`config.mk`:
```
export PLATFORM = sky130hd
export DESIGN_NAME = press_classifier_flat
export DESIGN_NICKNAME = d
export VERILOG_FILES = /design/src/rtl/press_classifier_if.sv /design/src/rtl/press_classifier.sv /design/src/flat_wrapper.sv
export SDC_FILE = /design/constraint.sdc
export NUM_CORES = 1
export LEC_CHECK = 0
export CAP_MARGIN = 20
export CORE_ASPECT_RATIO = 2
export CORE_MARGIN = 8
export CORE_UTILIZATION = 45
export CTS_CLUSTER_DIAMETER = 100
export DETAILED_ROUTE_END_ITERATION = 10
export PLACE_DENSITY = 0.64
export SETUP_SLACK_MARGIN = 0.4
export SYNTH_ARGS = -nofsm -noshare
export SYNTH_HDL_FRONTEND = slang
export SYNTH_SLANG_ARGS = --single-unit
```
`constraint.sdc`:
```
create_clock -name clk -period 6.2 [get_ports clk]
set_input_delay 1.24 -clock clk [delete_from_list [all_inputs] [get_ports clk]]
set_output_delay 1.24 -clock clk [all_outputs]
set_load 0.05 [all_outputs]
```
`src/rtl/press_classifier_if.sv`:
```
// Button-level input and classification outputs of press_classifier.
// The classifier connects through the slave modport; the button source and consumer use master.
interface press_classifier_if;
    logic btn_level;
    logic short_press;
    logic long_press;
    logic double_press;
    logic hold;
    logic busy;

    modport master (
        output btn_level,
        input  short_press,
        input  long_press,
        input  double_press,
        input  hold,
        input  busy
    );

    modport slave (
        input  btn_level,
        output short_press,
        output long_press,
        output double_press,
        output hold,
        output busy
    );
endinterface

```
`src/rtl/press_classifier.sv`:
```
// Classifies a debounced button into short, long and double presses.
// All outputs are registered, and pulses last exactly one cycle.
module press_classifier #(
    parameter int CNT_W      = 27,
    parameter int LONG_TIME  = 100000000,
    parameter int DOUBLE_GAP = 30000000
) (
    input  logic              clk,
    input  logic              reset,
    press_classifier_if.slave bus
);

    localparam logic [2:0] IDLE      = 3'd0;
    localparam logic [2:0] PRESS1    = 3'd1;
    localparam logic [2:0] WAIT2     = 3'd2;
    localparam logic [2:0] PRESS2    = 3'd3;
    localparam logic [2:0] LONG_HELD = 3'd4;

    localparam logic [CNT_W-1:0] LONG_LAST = CNT_W'(LONG_TIME - 1);
    localparam logic [CNT_W-1:0] GAP_LAST  = CNT_W'(DOUBLE_GAP - 1);

    logic [2:0]       state, next_state;
    logic [CNT_W-1:0] cnt, next_cnt;
    logic             btn_prev;
    logic             rise, fall;
    logic             next_short, next_long, next_double;
    logic             short_q, long_q, double_q, hold_q, busy_q;

    assign rise = bus.btn_level & ~btn_prev;
    assign fall = ~bus.btn_level & btn_prev;

    // In PRESS2 and LONG_HELD the previous level is always 1, so fall is just the release.
    always_comb begin
        next_state  = state;
        next_cnt    = cnt;
        next_short  = 1'b0;
        next_long   = 1'b0;
        next_double = 1'b0;
        case (state)
            IDLE: begin
                if (rise) begin
                    next_state = PRESS1;
                    next_cnt   = '0;
                end
            end
            PRESS1: begin
                if (bus.btn_level) begin
                    if (cnt == LONG_LAST) begin
                        next_long  = 1'b1;
                        next_state = LONG_HELD;
                    end else begin
                        next_cnt = cnt + 1'b1;
                    end
                end else begin
                    next_state = WAIT2;
                    next_cnt   = '0;
                end
            end
            WAIT2: begin
                if (bus.btn_level) begin
                    next_state = PRESS2;
                end else if (cnt == GAP_LAST) begin
                    next_short = 1'b1;
                    next_state = IDLE;
                end else begin
                    next_cnt = cnt + 1'b1;
                end
            end
            PRESS2: begin
                if (fall) begin
                    next_double = 1'b1;
                    next_state  = IDLE;
                end
            end
            LONG_HELD: begin
                if (fall) begin
                    next_state = IDLE;
                end
            end
            default: begin
                next_state = IDLE;
                next_cnt   = '0;
            end
        endcase
    end

    // btn_prev resets high so a button held through reset is not seen as a fresh press.
    always_ff @(posedge clk) begin
        if (!reset) begin
            state    <= IDLE;
            cnt      <= '0;
            btn_prev <= 1'b1;
            short_q  <= 1'b0;
            long_q   <= 1'b0;
            double_q <= 1'b0;
            hold_q   <= 1'b0;
            busy_q   <= 1'b0;
        end else begin
            state    <= next_state;
            cnt      <= next_cnt;
            btn_prev <= bus.btn_level;
            short_q  <= next_short;
            long_q   <= next_long;
            double_q <= next_double;
            hold_q   <= (next_state == LONG_HELD);
            busy_q   <= (next_state != IDLE);
        end
    end

    assign bus.short_press  = short_q;
    assign bus.long_press   = long_q;
    assign bus.double_press = double_q;
    assign bus.hold         = hold_q;
    assign bus.busy         = busy_q;

endmodule
```
`src/flat_wrapper.sv`:
```
// flat-port wrapper written by rule: the top's interface ports become plain ports
module press_classifier_flat 
#(
    parameter int CNT_W      = 27,
    parameter int LONG_TIME  = 100000000,
    parameter int DOUBLE_GAP = 30000000
)
  (clk, reset, bus_btn_level, bus_short_press, bus_long_press, bus_double_press, bus_hold, bus_busy);
  press_classifier_if bus_i ();
  input  logic clk;
  input  logic reset;
  input wire logic [$bits(bus_i.btn_level)-1:0] bus_btn_level;
  output wire logic [$bits(bus_i.short_press)-1:0] bus_short_press;
  output wire logic [$bits(bus_i.long_press)-1:0] bus_long_press;
  output wire logic [$bits(bus_i.double_press)-1:0] bus_double_press;
  output wire logic [$bits(bus_i.hold)-1:0] bus_hold;
  output wire logic [$bits(bus_i.busy)-1:0] bus_busy;
  assign bus_i.btn_level = bus_btn_level;
  assign bus_short_press = bus_i.short_press;
  assign bus_long_press = bus_i.long_press;
  assign bus_double_press = bus_i.double_press;
  assign bus_hold = bus_i.hold;
  assign bus_busy = bus_i.busy;
  press_classifier #(.CNT_W(CNT_W), .LONG_TIME(LONG_TIME), .DOUBLE_GAP(DOUBLE_GAP)) u_core (.clk(clk), .reset(reset), .bus(bus_i));
endmodule
```
==> deck_impl_summary.md, run 1 <==
Synthesis and Place & Route Summary

Finish
  • Combinational Area: 1110 sq um
  • Nets: 241
  • Share of cells above drive strength 1: 6.72%
  • Sequential Area: 721 sq um
  • Layout Area Growth over Synthesis: 9.64%
  • Post-route cell area: 2090 sq um
  • Antenna diode count: 0
  • Highest-count logic cell in the final layout: dfxtp_1

Logic synthesis
  • Synthesized flop and latch total: 36
  • Synth cell types: 45
  • Ys async rst share: 0%
  • Mapped cell area: 1910 sq um
  • Mapped Cells: 232
  • Yosys Warn Count: 0
  • Synth area leader: dfxtp_1
  • Synth Net Count: 236
  • Dominant flop cell: dfxtp_1
  • Sequential fraction of the synthesis area: 37.8%
  • EDFF count, synth: 0
  • Yosys cell count: 232
  • Top cells by area: dfxtp_1 38%, xor2_1 5.0%, a21oi_1 5.0%, nand3_1 4.5%, nor2_1 4.3%

STA
  • Tmin final: 3.57 ns
  • Slew Limit Fails: 0
  • Final period util: 57.6%
  • Clk_skew: 0.00649 ns
  • Final worst setup slack: 2.63 ns
  • Setup-failing EPs final: 0
  • Worst-Margin Slew: 0.889 ns

CTS
  • Maximum root-to-sink buffer count: 2
  • Post CTS Setup Buffer Count: 0
  • CTS clock-pin slew for the worst setup and hold paths: 0.07 ns
  • Hold_buf cts: 0
  • Num CTS Buffers: 5

Floorplanning
  • Chip area: 6710 sq um
  • Io pins: 8
  • Fp util: 46.7%
  • # rows: 33
  • Die height: 108 um

Place
  • Inst Count DP: 282
  • Post-DP HPWL: 3300 um
  • Dpl ws: 2.37 ns

Power and ir drop
  • Leak pwr: 0.640 nW
  • Pwr/cell area: 212 nW/um^2
  • Final Power: 0.000443 W

Routing
  • Vias per inst: 6.02
  • Pre-antenna DRT Iters: 4
  • Drt wl/cell: 15.7 um
  • Drt initial violations: 57

Setup path
  • Crit path DRT: 6.42 ns
  • Arrival @ worst endpoint: 3.79 ns

Global route
  • M1 GR Usage: 14.4%
  • Vias in the first global route: 1686
  • Global route overflow: 0
  • Met3 usage: 3.92%
  • Largest net degree at the start of global routing: 24

Hold path
  • Hold WC Path Type: flop to flop

Job
  • Tool Warnings: 26
  • Max Cap Viol: 0

Outcome
  • Status: completed
==> run 1: sequential cells by signal (all words and copies together) (netlist names) <==
register and cells:
u_core.bus.busy 1, u_core.bus.hold 1, u_core.btn_prev 1, u_core.state 3, u_core.cnt 27, u_core.bus.double_press 1, u_core.bus.short_press 1, u_core.bus.long_press 1
==> run 1: routing by layer <==
layer / wire [um] / part of all wire [%]
met1: 1780 / 39
met2: 2460 / 54
met3: 168 / 3.7
met4: 145 / 3.2
met5: 0 / 0
==> run 1: path summary, 6_finish.rpt <==
| path | cells after the start | to | startpoint | slack, ns |
|---|---|---|---|---|
| max | 6 | u_core.cnt[8] | bus_btn_level | 2.63 |
| min | 2 | u_core.cnt[6] | u_core.cnt[6] | 0.50 |
| max reg2reg | 6 | u_core.cnt[7] | u_core.cnt[0] | 3.69 |
| min reg2reg | 2 | u_core.cnt[6] | u_core.cnt[6] | 0.50 |
==> run 1: kinds of logic after synthesis <==
family	share of synthesized area [%]
AOI/OAI and AO/OA	16.9
xor gates and xnor gates	5.51
adders and majority gates	0.656
buffers and inverters	4.26
DFF	37.8
muxes	1.05
and+or+nand+nor	33.9
==> run 1: Yosys cell counts (3+ instances only) <==
cell	number
a21oi_1	19
and2_1	3
and3_1	4
and4_1	3
clkbuf_1	6
dfxtp_1	36
inv_1	8
nand2_1	13
nand2b_1	4
nand3_1	17
nand4_1	8
nor2_1	22
nor3_1	7
nor3b_1	3
nor4_1	5
o21ai_0	10
o21ai_1	4
o31ai_1	7
or3_1	3
or4_1	9
xor2_1	11
==> run 1: where the power goes <==
group,internal [W],total [W],switching [W]
clock network,0.0000887,0.000175,0.0000864
logic,0.00000936,0.0000306,0.0000212
registers,0.000233,0.000237,0.00000366
==> run 1: worst max-delay path, cell delays in order <==
cell	delay, ns
clkdlybuf4s50_1	0.62
nor3b_1	0.31
o32a_1	0.64
o21ai_4	0.28
or4_1	0.55
a21oi_1	0.14
==> run 1: area by class of cell <==
cell class              count  share of cell area, %
clock buffers               6                   3.95
flip-flops and latches     36                   34.4
multi-input cells         178                   52.9
well taps                  52                   3.11
clock inverters             2                  0.478
inverters                   8                   1.44
repair buffers              8                   3.71
==> run 1: metrics by stage <==
| stage | hold WS, ns | utilization, % |
|---|---|---|
| floorplan | 0.452 | - |
| global placement | 0.466 | 48.9 |
| detailed placement | 0.487 | 48.9 |
| CTS | 0.497 | 51.2 |
| global route | 0.529 | 51.2 |
| finish | 0.498 | 51.2 |
**Run 1: signal wires on met1**

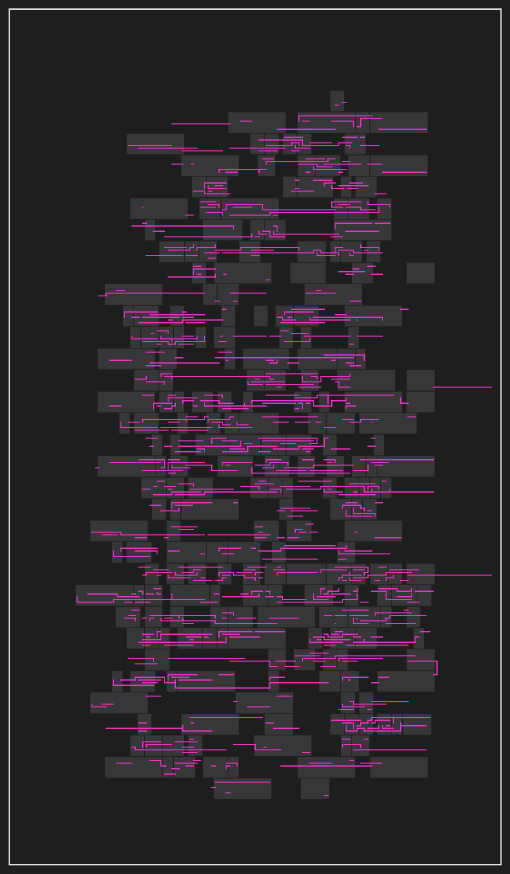
The layer carries 1780 um of wire. The longest straight run is 17.5 um. 223 nets have wire on it. The layer holds 39% of the routed length.

**Run 1: signal wires on met2**

Bar = 20 um.
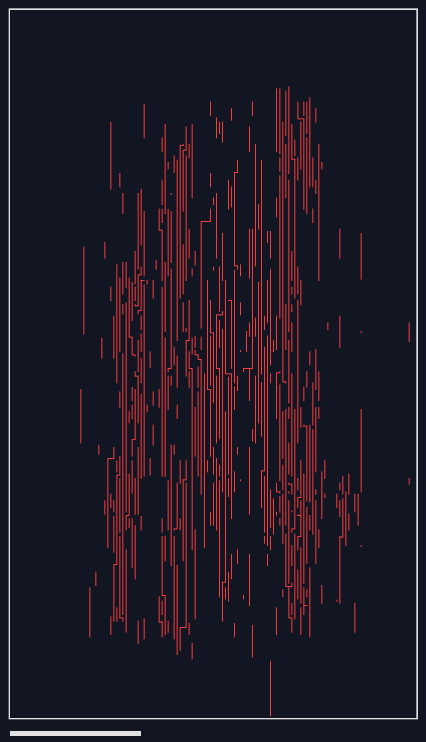
The wires run mostly vertical. The layer holds 54% of the routed length. The layer carries 2460 um of wire. 201 nets have wire on it.
met2 Resource Use GR: 25.6%
vias after detailed routing: 1747
final WL: 4550 um

**Run 1: signal wires on met3**

Bar = 20 um.
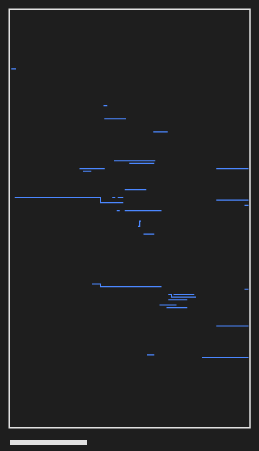
20 nets have wire on it. The layer holds 3.7% of the routed length. The longest straight run is 22.1 um. The layer carries 168 um of wire.

**Run 1: met4 routing**

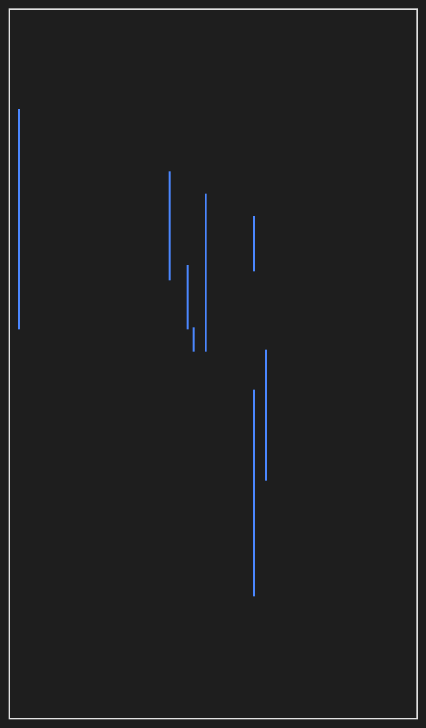
7 nets have wire on it. The layer holds 3.2% of the routed length. The longest straight run is 33.3 um. The wires run mostly vertical. The layer carries 146 um of wire.

--- run 2 (diff from run 1) ---
PLACE_DENSITY = 0.66   (was 0.64)
clock period = 3.1 ns   (was 6.2 ns; I/O delays follow)
**Run 2: signal wires on met2**

Bar = 20 um.
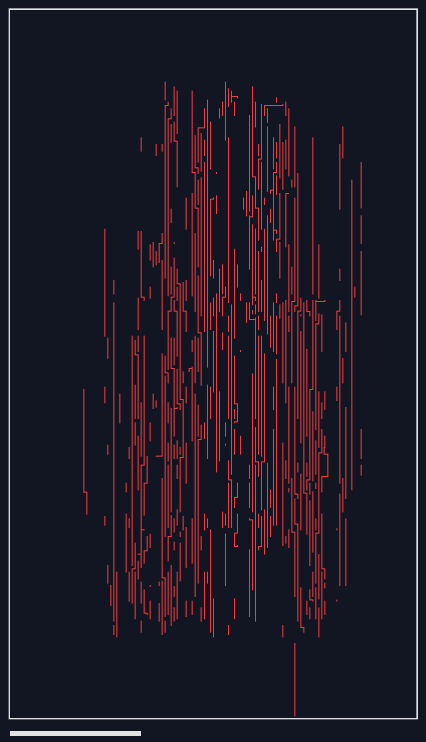
The wires run mostly vertical. The layer holds 56% of the routed length. The longest straight run is 48.6 um. 204 nets have wire on it. The layer carries 2570 um of wire.
vias after detailed routing: 1741
met2 Resource Use GR: 27.3%
final WL: 4590 um

==> run 2 against run 1 <==
  * Design area rose by 2.2%
  * Core utilization rose by 1.1 points
  * Sequential share of layout area fell by 0.75 points
==> deck_impl_summary.md, run 2 <==
Synthesis and Place & Route Summary

Logic synthesis
  • Synth cell types: 45 (unchanged)
  • Mapped Cells: 232 (unchanged)
  • Yosys cell count: 232 (unchanged)
  • Yosys top cell by instances: dfxtp_1 (unchanged)
  • Sequential fraction of the synthesis area: 37.8% (unchanged)
  • Synth area leader: dfxtp_1 (unchanged)
  • EDFF count, synth: 0 (unchanged)
  • Mapped cell area: 1910 sq um (unchanged)
  • Top cells by area: dfxtp_1 38%, xor2_1 5.0%, a21oi_1 5.0%, nand3_1 4.5%, nor2_1 4.3% (unchanged)
  • Synth top cells by count: 36 x dfxtp_1, 22 x nor2_1, 19 x a21oi_1 (unchanged)
  • Dominant flop cell: dfxtp_1 (unchanged)
  • Synth Net Count: 236 (unchanged)
  • Area leader share: 37.8% (unchanged)
  • Synthesized flop and latch total: 36 (unchanged)
  • Yosys Warn Count: 0 (unchanged)
  • Ys async rst share: 0% (unchanged)

Finish
  • Max reg flops: 27 (unchanged)
  • Highest-count logic cell in the final layout: dfxtp_1 (unchanged)
  • Share of cells above drive strength 1: 8.26% (was 6.72%)
  • Most flop-heavy register: u_core.cnt (unchanged)
  • Antenna diode count: 0 (unchanged)
  • Largest regs: u_core.cnt (27), u_core.state (3) (unchanged)
  • Nets: 245 (was 241)
  • Layout Area Growth over Synthesis: 12.1% (was 9.64%)
  • Post-route cell area: 2140 sq um (was 2090 sq um)

Floorplanning
  • Fp util: 46.7% (unchanged)
  • Chip area: 6710 sq um (unchanged)
  • Io pins: 8 (unchanged)
  • Die height: 108 um (unchanged)
  • # rows: 33 (unchanged)

Routing
  • Drt initial violations: 95 (was 57)
  • Vias per inst: 5.92 (was 6.02)
  • Drt wl/cell: 15.6 um (was 15.7 um)

CTS
  • Hold_buf cts: 0 (unchanged)
  • CTS clock-pin slew for the worst setup and hold paths: 0.07 ns (about the same)
  • Num CTS Buffers: 5 (unchanged)
  • Maximum root-to-sink buffer count: 2 (unchanged)

Place
  • IO Port Bufs: 7 (unchanged)
  • Placer congestion estimate: 0.885 (was 0.854)

Setup path
  • CP Cell Sequence: clkdlybuf4s50_1 -> buf_4 -> nor3b_1 -> o32a_1 -> buf_4 -> nand2_1 -> or3_1 -> a21oi_1 (was clkdlybuf4s50_1 -> nor3b_1 -> o32a_1 -> o21ai_4 -> or4_1 -> a21oi_1)
  • Max stage delay on crit path: 0.53 ns (was 0.64 ns)
  • Arrival @ worst endpoint: 2.69 ns (was 3.79 ns)
  • Cells on worst reg2reg path: 6 (unchanged)
  • Slack of the worst reg-to-reg path: 0.74 ns (was 3.69 ns)
  • Bufs and invs on worst path: 3 (was 1)
  • CP Depth: 8 (was 6)
  • Crit path DRT: 3.32 ns (was 6.42 ns)
  • Critical path's slowest cell: clkdlybuf4s50_1 (was o32a_1)
  • Crit path max-delay family: buffers and inverters (was AND-OR/OR-AND gates)
  • Top cell by count, worst path: buf_4

Hold path
  • Hold depth: 2 (unchanged)
  • Hold WC Path Type: flop to flop (unchanged)

Job
  • Tool Warnings: 26 (unchanged)
  • Max Cap Viol: 0 (unchanged)

Power and ir drop
  • Leak pwr: 0.665 nW (was 0.640 nW)
  • Pwr/cell area: 446 nW/um^2 (was 212 nW/um^2)

STA
  • Final period util: 79.9%
  • Worst-Margin Slew: 0.544 ns (was 0.889 ns)
  • Clk_skew: 0.0107 ns (was 0.00649 ns)
  • Tmin final: 2.48 ns
  • Slew Limit Fails: 0 (unchanged)
  • Setup-failing EPs final: 0 (unchanged)

Global route
  • Vias in the first global route: 1690 (was 1686)
  • Global route overflow: 0 (unchanged)

Outcome
  • Status: completed (unchanged)
**Run 2: signal wires on met1**

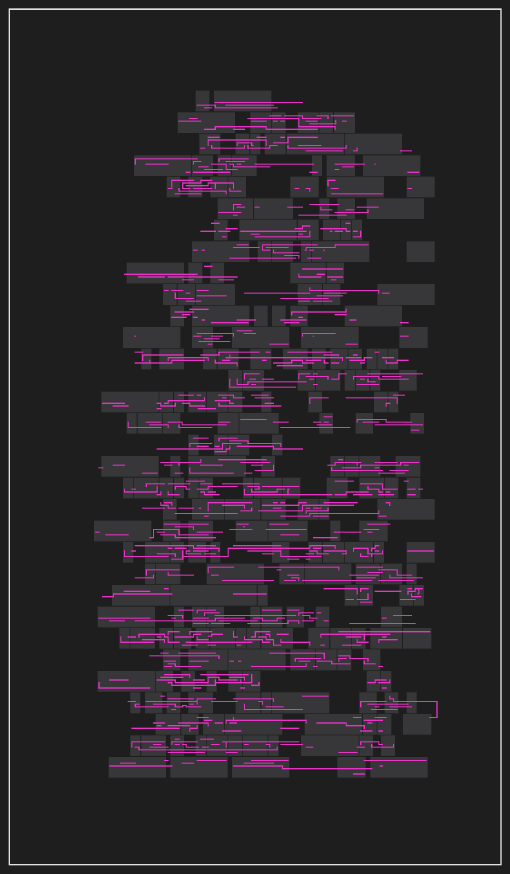
The layer holds 38% of the routed length. 228 nets have wire on it.
M1 GR Usage: 15.6%

==> run 2: cells by family after synthesis <==
group                      synth area share [%]
AOI/OAI and AO/OA                          16.9
muxes                                      1.05
xor gates and xnor gates                   5.51
DFF                                        37.8
and+or+nand+nor                            33.9
buffers and inverters                      4.26
adders and majority gates                 0.656
==> run 2: path summary, 6_finish.rpt <==
| kind | end | startpoint |
|---|---|---|
| worst min register to register | u_core.cnt[6] | u_core.cnt[6] |
| worst max register to register | u_core.cnt[6] | u_core.cnt[0] |
| worst max-delay path | u_core.cnt[25] | bus_btn_level |
| worst min-delay path | u_core.cnt[6] | u_core.cnt[6] |
==> run 2: tightest hold or removal path, cell delays in order, from the launching register on <==
cell	delay, ns
dfxtp_1	0.33
nand2_1	0.06
mux2i_1	0.05
==> run 2: area by class of cell <==
| cell class | count | area [sq um] | area share, % |
|---|---|---|---|
| multi-input combinational | 178 | 1110 | 51.8 |
| inverter | 8 | 30.0 | 1.40 |
| timing repair buffer | 12 | 108 | 5.03 |
| clock buffer | 6 | 72.6 | 3.39 |
| sequential | 36 | 721 | 33.7 |
| tap | 52 | 65.1 | 3.04 |
| clock inverter | 2 | 35.0 | 1.64 |
==> run 2: repair_timing <==
item | in CTS | in global routing
buffers inserted | 0 | 0
gates resized | 0 | 1
endpoints found under the hold margin | 0 | 0
setup endpoints to repair | 0 | 1
==> run 2: stage by stage <==
step	hold WS, ns	std cells	total power (W)	setup slack (ns)	util, %
3_5_place_dp	0.486	286	0.000550	0.315	49.6
6_report	0.492	294	0.000953	0.624	52.3
4_1_cts	0.497	294	0.000958	0.599	52.3
5_1_grt	0.536	294	0.000984	0.466	52.3
2_1_floorplan	0.452	232	0.000530	1.06	-
3_3_place_gp	0.476	286	0.000549	0.348	49.6
==> run 2: report_power, final <==
| group | internal (W) | leakage [nW] | switching (W) |
|---|---|---|---|
| registers | 0.000466 | 0.291 | 0.00000732 |
| clock network | 0.000239 | 0.0552 | 0.000174 |
| logic | 0.0000215 | 0.319 | 0.0000444 |
| total | 0.000727 | 0.665 | 0.000226 |
==> run 2: metal layers <==
layer | wire [um] | part of all wire (%) | up-vias | global-route usage (%)
met4 | 115 | 2.5 | 0 | 8.21
li1 | - | - | 881 | -
met1 | 1760 | 38 | 820 | 15.6
met5 | 0 | 0 | - | 0
met2 | 2570 | 56 | 30 | 27.3
met3 | 143 | 3.1 | 10 | 2.14
**Run 2: routed metal per tile**

Bar = 20 um. The die is cut into 12 by 22 equal tiles; dark purple is low, yellow is high, scaled to the fullest tile. Values are wire area over tile area, all layers added.
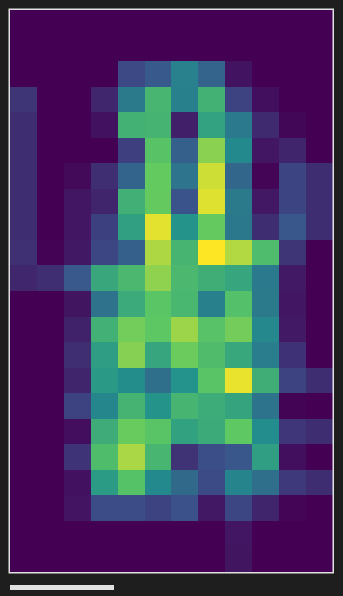

--- run 3 (diff from run 2) ---
PLACE_DENSITY = 0.64   (was 0.66)
clock period = 2.5 ns   (was 3.1 ns; I/O delays follow)
**Run 3: routed metal per tile**

Bar = 20 um. The die is cut into 12 by 22 equal tiles; dark purple is low, yellow is high, scaled to the fullest tile. Values are wire area over tile area, all layers added.
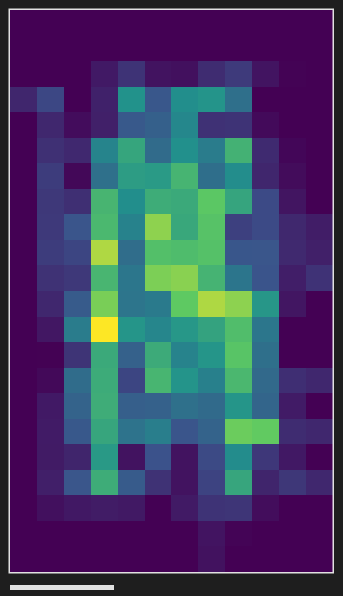
The fullest tile reaches 0.50. 33% of the tiles are nearly empty. The mean over all tiles is 0.11. The densest ninth of the die: centre.
final WL: 4870 um
drt wl/cell: 15.9 um
vias after detailed routing: 1799
gr usage total: 15.4%

**Run 3: signal wires on met1**

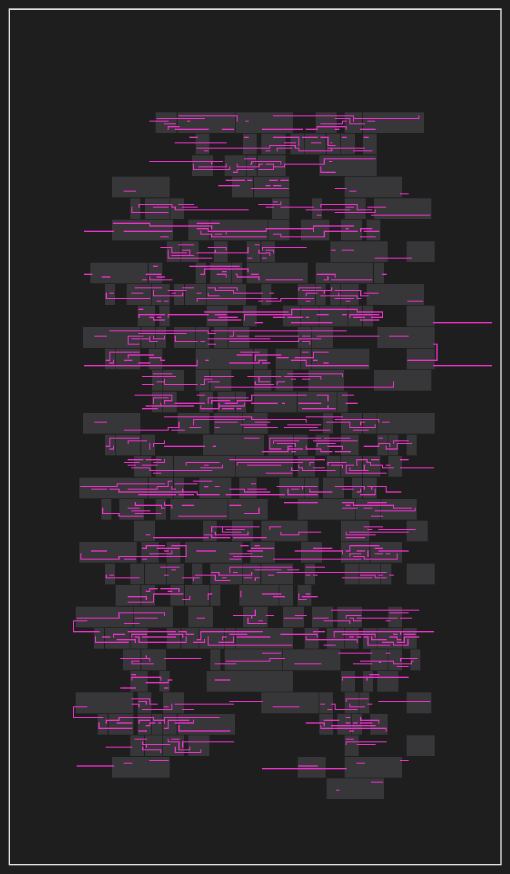
The layer carries 1930 um of wire. 239 nets have wire on it. The layer holds 40% of the routed length.

==> run 3 against run 2 <==
  * Critical path depth shrank 2
  * Clock skew barely moved
  * Power rose by 25%
  * Non-clock buffer count up 12
  * Largest cell class unchanged
  * Worst hold slack worse by 0.0099 ns
  * Routed wire length up 6.0%
  * Synthesized area stayed put
  * Cell count rose by 4.1%
  * Clock power grew 23%
==> deck_impl_summary.md, run 3 <==
Synthesis and Place & Route Summary

Outcome
  • Status: completed (unchanged)

Finish
  • Post-route cell area: 2290 sq um (was 2140 sq um)
  • Most flop-heavy register: u_core.cnt (unchanged)
  • Antenna diode count: 0 (unchanged)
  • Highest-count logic cell in the final layout: dfxtp_1 (unchanged)
  • Post-route insts no fill: 306 (was 294)
  • Layout Area Growth over Synthesis: 20.0% (was 12.1%)
  • Nets: 257 (was 245)
  • Share of cells above drive strength 1: 15.7% (was 8.26%)
  • Max reg flops: 27 (unchanged)

Place
  • Placer congestion estimate: 0.830 (was 0.885)
  • IO Port Bufs: 7 (unchanged)
  • Dpl ws: -0.0353 ns (was 0.315 ns)
  • Inst Count DP: 297 (was 286)
  • Post-DP HPWL: 3500 um (was 3350 um)

Logic synthesis
  • Synth area leader: dfxtp_1 (unchanged)
  • Synth Net Count: 236 (unchanged)
  • Sequential fraction of the synthesis area: 37.8% (unchanged)
  • Mapped Cells: 232 (unchanged)
  • Yosys Warn Count: 0 (unchanged)
  • Top cells by area: dfxtp_1 38%, xor2_1 5.0%, a21oi_1 5.0%, nand3_1 4.5%, nor2_1 4.3% (unchanged)
  • Yosys top cell by instances: dfxtp_1 (unchanged)
  • Synth top cells by count: 36 x dfxtp_1, 22 x nor2_1, 19 x a21oi_1 (unchanged)

Setup path
  • Critical path's slowest cell: or4_4 (was clkdlybuf4s50_1)
  • Bufs and invs on worst path: 1 (was 3)
  • Max stage delay on crit path: 0.55 ns (was 0.53 ns)
  • Top cell by count, worst path: or4_4 (was buf_4)
  • Crit path max-delay family: simple AND/OR/NAND/NOR gates (was buffers and inverters)
  • Arrival @ worst endpoint: 2.29 ns (was 2.69 ns)
  • Origin of the critical flop-to-flop path: u_core.cnt[11] (was u_core.cnt[0])
  • Crit path DRT: 2.71 ns (was 3.32 ns)
  • Cells on worst reg2reg path: 6 (unchanged)

STA
  • Clk_skew: 0.0110 ns (was 0.0107 ns)
  • Tmin final: 2.08 ns
  • Final worst setup slack: 0.416 ns (was 0.624 ns)
  • Worst-Margin Slew: 0.522 ns (was 0.544 ns)
  • Final period util: 83.4%

Global route
  • Largest net degree at the start of global routing: 24 (unchanged)
  • Global route overflow: 0 (unchanged)
  • Vias in the first global route: 1734 (was 1690)

CTS
  • CTS clock-pin slew for the worst setup and hold paths: 0.08 ns (was 0.07 ns)
  • Maximum root-to-sink buffer count: 2 (unchanged)

Job
  • Tool Warnings: 27 (was 26)

Routing
  • Vias per inst: 5.88 (was 5.92)
  • Pre-antenna DRT Iters: 5 (was 4)

Hold path
  • Hold WC Path Type: flop to flop (unchanged)
  • Min-delay src: u_core.cnt[10] (was u_core.cnt[6])
  • Worst Hold End: u_core.cnt[10] (was u_core.cnt[6])

Floorplanning
  • Chip area: 6710 sq um (unchanged)
  • # rows: 33 (unchanged)
  • Fp util: 46.7% (unchanged)

Power and ir drop
  • Leak pwr: 0.744 nW (was 0.665 nW)
==> run 3: final cells by class <==
cell class | count | area, sq um
Sequential cell | 36 | 729
Clock inverter | 2 | 35.0
Clock buffer | 6 | 72.6
Tap cell | 52 | 65.1
Inverter | 8 | 30.0
Fill cell | 377 | 1800
Timing Repair Buffer | 24 | 221
Multi-Input combinational cell | 178 | 1140
==> run 3: timing repair <==
action / CTS / global route
buffers inserted: 0 / 1
pin swaps: 1 / 1
gates cloned: 0 / 0
setup endpoints to repair: 17 / 13
gates resized: 3 / 9
hold buffers: 0 / 0
==> run 3: power breakdown <==
group / internal (W) / switching [W]
sequential: 0.000577 / 0.00000859
combinational: 0.0000397 / 0.0000594
clock: 0.000296 / 0.000212
==> run 3: how the worst max path moves through the flow <==
stage,startpoint,to,slack [ns],cells after the start
floorplan,u_core.cnt[11],u_core.cnt[5],0.46,6
global placement,bus_btn_level,u_core.cnt[7],-0.03,7
detailed placement,bus_btn_level,u_core.cnt[13],-0.04,7
CTS,u_core.cnt[11],u_core.cnt[5],0.41,6
global route,u_core.cnt[10],u_core.cnt[5],0.35,6
finish,u_core.cnt[11],u_core.cnt[5],0.42,6
==> run 3: cells by family after synthesis <==
family | synth area share [%]
and+or+nand+nor | 33.9
AOI/OAI and AO/OA | 16.9
DFF | 37.8
buffers and inverters | 4.26
xor gates and xnor gates | 5.51
muxes | 1.05
adders and majority gates | 0.656
==> run 3: per-stage QoR <==
stage          total power (W)  utilization (%)
2_1_floorplan         0.000657                -
3_3_place_gp          0.000696             52.3
3_5_place_dp          0.000697             52.3
4_1_cts                0.00120             55.1
5_1_grt                0.00123             56.0
6_report               0.00119             56.0
==> run 3: tightest hold or removal path, stage by stage (launching register included) <==
cell and delay, ns:
dfxtp_2 0.34, nand2_1 0.06, mux2i_1 0.05
==> run 3: routing by layer <==
layer	share of wire, %	GRT usage (%)
met5	0	0
met4	1.7	8.21
met3	3.0	2.97
met2	56	28.4
met1	40	15.0
Power figures rest on the tool's default switching activity, not on a simulated workload.
